==> config.mk <==
export PLATFORM = sky130hd
export DESIGN_NAME = xif_offload_queue
export DESIGN_NICKNAME = d
export VERILOG_FILES = /design/src/rtl/xif_offload_queue.sv
export SDC_FILE = /design/constraint.sdc
export NUM_CORES = 1
export LEC_CHECK = 0
export ABC_AREA = 1
export CAP_MARGIN = 10
export CORE_ASPECT_RATIO = 1.2
export CORE_UTILIZATION = 45
export DETAILED_ROUTE_END_ITERATION = 16
export MAX_ROUTING_LAYER = met4
export PLACE_DENSITY = 0.67
export SYNTH_ARGS = -nofsm -noshare
export SYNTH_HDL_FRONTEND = slang
export SYNTH_SLANG_ARGS = --single-unit
==> constraint.sdc <==
create_clock -name clk_i -period 3.6 [get_ports clk_i]
set_input_delay 0.72 -clock clk_i [delete_from_list [all_inputs] [get_ports clk_i]]
set_output_delay 0.72 -clock clk_i [all_outputs]
set_load 0.02 [all_outputs]
==> src/rtl/xif_offload_queue.sv <==
// In-order offload queue pairing CV-X-IF issue, register and commit traffic ahead of execution.
// Optional performance counters are enabled by defining XIF_OFFLOAD_QUEUE_PERF_EN.
module xif_offload_queue #(
    parameter int unsigned DEPTH          = 4,
    parameter int unsigned X_NUM_RS       = 2,
    parameter int unsigned X_ID_WIDTH     = 4,
    parameter int unsigned X_HARTID_WIDTH = 1,
    parameter int unsigned X_RFR_WIDTH    = 32
) (
    input  logic                            clk_i,
    input  logic                            rst_i,
    input  logic                            issue_valid_i,
    output logic                            issue_ready_o,
    input  logic [31:0]                     issue_instr_i,
    input  logic [X_ID_WIDTH-1:0]           issue_id_i,
    input  logic [X_HARTID_WIDTH-1:0]       issue_hartid_i,
    input  logic                            dec_accept_i,
    input  logic [X_NUM_RS-1:0]             dec_rs_needed_i,
    output logic                            issue_resp_accept_o,
    input  logic                            register_valid_i,
    output logic                            register_ready_o,
    input  logic [X_ID_WIDTH-1:0]           register_id_i,
    input  logic [X_NUM_RS*X_RFR_WIDTH-1:0] register_rs_i,
    input  logic [X_NUM_RS-1:0]             register_rs_valid_i,
    input  logic                            commit_valid_i,
    input  logic [X_ID_WIDTH-1:0]           commit_id_i,
    input  logic                            commit_kill_i,
    output logic                            disp_valid_o,
    input  logic                            disp_ready_i,
    output logic [31:0]                     disp_instr_o,
    output logic [X_ID_WIDTH-1:0]           disp_id_o,
    output logic [X_HARTID_WIDTH-1:0]       disp_hartid_o,
    output logic [X_NUM_RS*X_RFR_WIDTH-1:0] disp_rs_o,
    output logic                            proto_err_o
`ifdef XIF_OFFLOAD_QUEUE_PERF_EN
    ,
    output logic [31:0]                     perf_accepted_o,
    output logic [31:0]                     perf_killed_o,
    output logic [31:0]                     perf_stall_o
`endif
);

    localparam int unsigned IdxW = $clog2(DEPTH);
    localparam int unsigned PtrW = IdxW + 1;
    localparam int unsigned RsW  = X_NUM_RS * X_RFR_WIDTH;

    logic [PtrW-1:0] wr_ptr_q, wr_ptr_d, reg_ptr_q, reg_ptr_d, rd_ptr_q, rd_ptr_d;
    logic [DEPTH-1:0] valid_q, valid_d, committed_q, committed_d, killed_q, killed_d;
    logic proto_err_q, proto_err_d;

    logic [31:0]               instr_q     [DEPTH];
    logic [31:0]               instr_d     [DEPTH];
    logic [X_ID_WIDTH-1:0]     id_q        [DEPTH];
    logic [X_ID_WIDTH-1:0]     id_d        [DEPTH];
    logic [X_HARTID_WIDTH-1:0] hartid_q    [DEPTH];
    logic [X_HARTID_WIDTH-1:0] hartid_d    [DEPTH];
    logic [RsW-1:0]            rs_q        [DEPTH];
    logic [RsW-1:0]            rs_d        [DEPTH];
    logic [X_NUM_RS-1:0]       rs_needed_q [DEPTH];
    logic [X_NUM_RS-1:0]       rs_needed_d [DEPTH];
    logic [X_NUM_RS-1:0]       rs_got_q    [DEPTH];
    logic [X_NUM_RS-1:0]       rs_got_d    [DEPTH];

    logic [IdxW-1:0] wr_idx, reg_idx, rd_idx;
    logic full, issue_hs, alloc, reg_pending, bypass, reg_hs;
    logic cur_present, reg_advance, head_valid, head_covered, head_drop, disp_hs, free;
    logic [X_ID_WIDTH-1:0] cur_id;
    logic [X_NUM_RS-1:0] cur_needed, cur_got, got_next;

    assign wr_idx  = wr_ptr_q[IdxW-1:0];
    assign reg_idx = reg_ptr_q[IdxW-1:0];
    assign rd_idx  = rd_ptr_q[IdxW-1:0];

    assign full                = (wr_ptr_q[IdxW] != rd_ptr_q[IdxW]) && (wr_idx == rd_idx);
    assign issue_ready_o       = !full;
    assign issue_resp_accept_o = dec_accept_i;
    assign issue_hs            = issue_valid_i && issue_ready_o;
    assign alloc               = issue_hs && dec_accept_i;

    // With nothing awaiting operands, the entry being allocated this cycle is the register target.
    assign reg_pending      = (reg_ptr_q != wr_ptr_q);
    assign bypass           = !reg_pending && alloc && (dec_rs_needed_i != '0);
    assign register_ready_o = reg_pending || bypass;
    assign reg_hs           = register_valid_i && register_ready_o;

    assign cur_present = reg_pending || alloc;
    assign cur_id      = reg_pending ? id_q[reg_idx] : issue_id_i;
    assign cur_needed  = reg_pending ? rs_needed_q[reg_idx] : dec_rs_needed_i;
    assign cur_got     = reg_pending ? rs_got_q[reg_idx] : '0;
    assign got_next    = cur_got | (reg_hs ? register_rs_valid_i : '0);

    assign head_valid   = valid_q[rd_idx];
    assign head_covered = (rs_got_q[rd_idx] & rs_needed_q[rd_idx]) == rs_needed_q[rd_idx];
    assign head_drop    = head_valid && committed_q[rd_idx] && killed_q[rd_idx];
    assign disp_valid_o = head_valid && committed_q[rd_idx] && !killed_q[rd_idx] && head_covered;
    assign disp_hs      = disp_valid_o && disp_ready_i;
    assign free         = disp_hs || head_drop;

    assign reg_advance = cur_present &&
        (((got_next & cur_needed) == cur_needed) || (head_drop && (reg_ptr_q == rd_ptr_q)));

    assign disp_instr_o  = instr_q[rd_idx];
    assign disp_id_o     = id_q[rd_idx];
    assign disp_hartid_o = hartid_q[rd_idx];
    assign disp_rs_o     = rs_q[rd_idx];
    assign proto_err_o   = proto_err_q;

    always_comb begin
        wr_ptr_d    = wr_ptr_q;
        reg_ptr_d   = reg_ptr_q;
        rd_ptr_d    = rd_ptr_q;
        valid_d     = valid_q;
        committed_d = committed_q;
        killed_d    = killed_q;
        proto_err_d = proto_err_q;
        instr_d     = instr_q;
        id_d        = id_q;
        hartid_d    = hartid_q;
        rs_d        = rs_q;
        rs_needed_d = rs_needed_q;
        rs_got_d    = rs_got_q;

        if (alloc) begin
            valid_d[wr_idx]     = 1'b1;
            instr_d[wr_idx]     = issue_instr_i;
            id_d[wr_idx]        = issue_id_i;
            hartid_d[wr_idx]    = issue_hartid_i;
            rs_needed_d[wr_idx] = dec_rs_needed_i;
            rs_got_d[wr_idx]    = '0;
            committed_d[wr_idx] = 1'b0;
            killed_d[wr_idx]    = 1'b0;
            wr_ptr_d            = wr_ptr_q + PtrW'(1);
        end

        if (reg_hs) begin
            rs_got_d[reg_idx] = got_next;
            for (int unsigned l = 0; l < X_NUM_RS; l++) begin
                if (register_rs_valid_i[l]) begin
                    rs_d[reg_idx][l*X_RFR_WIDTH +: X_RFR_WIDTH] =
                        register_rs_i[l*X_RFR_WIDTH +: X_RFR_WIDTH];
                end
            end
            if (register_id_i != cur_id) proto_err_d = 1'b1;
        end

        if (reg_advance) reg_ptr_d = reg_ptr_q + PtrW'(1);

        // Post-allocation view so a commit can hit the entry allocated in the same cycle.
        if (commit_valid_i) begin
            for (int unsigned i = 0; i < DEPTH; i++) begin
                if (valid_d[i] && (id_d[i] == commit_id_i)) begin
                    if (committed_d[i]) begin
                        proto_err_d = 1'b1;
                    end else begin
                        committed_d[i] = 1'b1;
                        killed_d[i]    = commit_kill_i;
                    end
                end
            end
        end

        if (free) begin
            valid_d[rd_idx] = 1'b0;
            rd_ptr_d        = rd_ptr_q + PtrW'(1);
        end
    end

    always_ff @(posedge clk_i or posedge rst_i) begin
        if (rst_i) begin
            wr_ptr_q    <= '0;
            reg_ptr_q   <= '0;
            rd_ptr_q    <= '0;
            valid_q     <= '0;
            committed_q <= '0;
            killed_q    <= '0;
            proto_err_q <= 1'b0;
        end else begin
            wr_ptr_q    <= wr_ptr_d;
            reg_ptr_q   <= reg_ptr_d;
            rd_ptr_q    <= rd_ptr_d;
            valid_q     <= valid_d;
            committed_q <= committed_d;
            killed_q    <= killed_d;
            proto_err_q <= proto_err_d;
        end
    end

    // Payload is qualified by valid_q, so it needs no reset.
    always_ff @(posedge clk_i) begin
        instr_q     <= instr_d;
        id_q        <= id_d;
        hartid_q    <= hartid_d;
        rs_q        <= rs_d;
        rs_needed_q <= rs_needed_d;
        rs_got_q    <= rs_got_d;
    end

`ifdef XIF_OFFLOAD_QUEUE_PERF_EN
    logic [31:0] perf_accepted_q, perf_killed_q, perf_stall_q;

    always_ff @(posedge clk_i or posedge rst_i) begin
        if (rst_i) begin
            perf_accepted_q <= '0;
            perf_killed_q   <= '0;
            perf_stall_q    <= '0;
        end else begin
            if (alloc) perf_accepted_q <= perf_accepted_q + 32'd1;
            if (head_drop) perf_killed_q <= perf_killed_q + 32'd1;
            if (disp_valid_o && !disp_ready_i) perf_stall_q <= perf_stall_q + 32'd1;
        end
    end

    assign perf_accepted_o = perf_accepted_q;
    assign perf_killed_o   = perf_killed_q;
    assign perf_stall_o    = perf_stall_q;
`endif

endmodule
==> metrics.log <==
[flow] collecting metrics
INFO  metric status = completed
INFO  metric inverters = 115
INFO  metric totalWireLength = 47.4 mm
INFO  metric clock_power = 4480 uW
INFO  metric final_hold_viol_count = 0
INFO  metric worst_case_headroom_to_the_max_slew_limit = 40.8%
INFO  metric unrepaired_setup_endpoints_after_global_routing = true
INFO  metric timing.critical_path.buf_inv = 2
INFO  metric finalPower = 19800 uW
INFO  metric num-multi-input-gates = 1009
INFO  metric clockNetworkAreaShare = 6.09%
INFO  metric combinationalPowerShare = 43.2%
INFO  metric power-top-group = combinational logic
INFO  metric synth_warnings = 0
INFO  metric clock_buffer_count_in_the_final_layout = 64
INFO  metric totalNegativeSetupSlack = 0 ps
INFO  metric cts.sinks = 442
INFO  metric total_switching_power = 7630 uW
INFO  metric clock_tree_from_tritoncts = built
INFO  metric first_global_vias = 12940
INFO  metric grt_util_all_layers = 23.1%
INFO  metric floorplan_row_count = 81
INFO  metric comb_cell_power = 8570 uW
INFO  metric max_flop_register = rs_q
INFO  metric final.fill_count = 3390
INFO  metric r2r-end = proto_err_o$_DFF_PP0_
INFO  metric critPathMaxStageDelay = 650 ps
INFO  metric floorplan.core_area = 0.0406 mm^2
INFO  metric cts_htree_levels = 2
INFO  metric leakagePower = 0.00841 uW
INFO  metric clk_latency_late_pin = 550 ps
INFO  metric chipArea = 0.0420 mm^2
INFO  metric timing.reg2reg.worst_path_depth = 15
INFO  metric drc = 0
[kinds of logic after synthesis]
kind of cell / after synthesis / synth area share [%]
compound gates: 382 / 11.2
xor+xnor: 11 / 0.561
simple gates: 604 / 13.2
buf+inv: 212 / 4.49
fa+ha+maj: 12 / 0.810
flops: 442 / 69.8
[cells in the final DEF, fill, tap and decap left out, drive strengths merged, types with 22 or more instances in the layout]
| cell | count |
|---|---|
| clkdlybuf4s50 | 223 |
| dfxtp | 24 |
| nand2 | 169 |
| o22ai | 98 |
| buf | 33 |
| nor2 | 358 |
| clkbuf | 65 |
| a21oi | 24 |
| o21ai | 247 |
| edfxtp | 396 |
| inv | 115 |
| nand3 | 63 |
| dfrtp | 22 |
[tightest hold or removal path, stage by stage, from the launching register on]
cell and delay [ps]:
dfxtp_1 330, nand3_1 70, o21ai_0 70
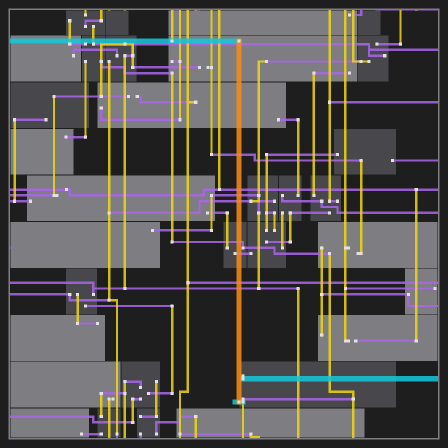
**Above:** layout detail.
Region (34, 156) to (59, 181) um. Cells in grey, sequential cells in the stronger grey; small squares are vias.
purple -> metal 1
orange -> metal 4
cyan -> metal 3
yellow -> metal 2
most frequent = edfxtp_1 (10), nor2_1 (7), o21ai_0 (5)
netlist names of flops here include = `rs_q` (10)
cells with their middle in the window = 28
sequential cells in the window = 10

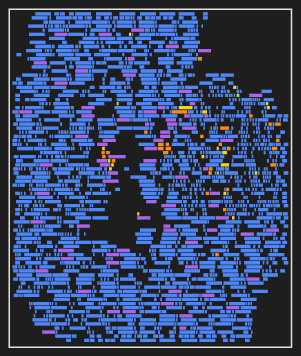
**Above:** cell sizes after repair.
Scale: 1.5 px per um.
orange -> _3 and _4 cells  # cells 28, share 1.5%
yellow -> _2 cells  # cells 21, share 1.1%
blue -> _0 and _1 cells  # cells 1783, share 93%
purple -> _6 and larger  # cells 75, share 3.9%
total of plain and repair buffers excluding clock buffers: 261
post-synthesis to final-layout area growth: 24.5%
min setup slack post-route: 97.7 ps
final design instance area without fill: 0.0231 mm^2

Power figures rest on the tool's default switching activity, not on a simulated workload.
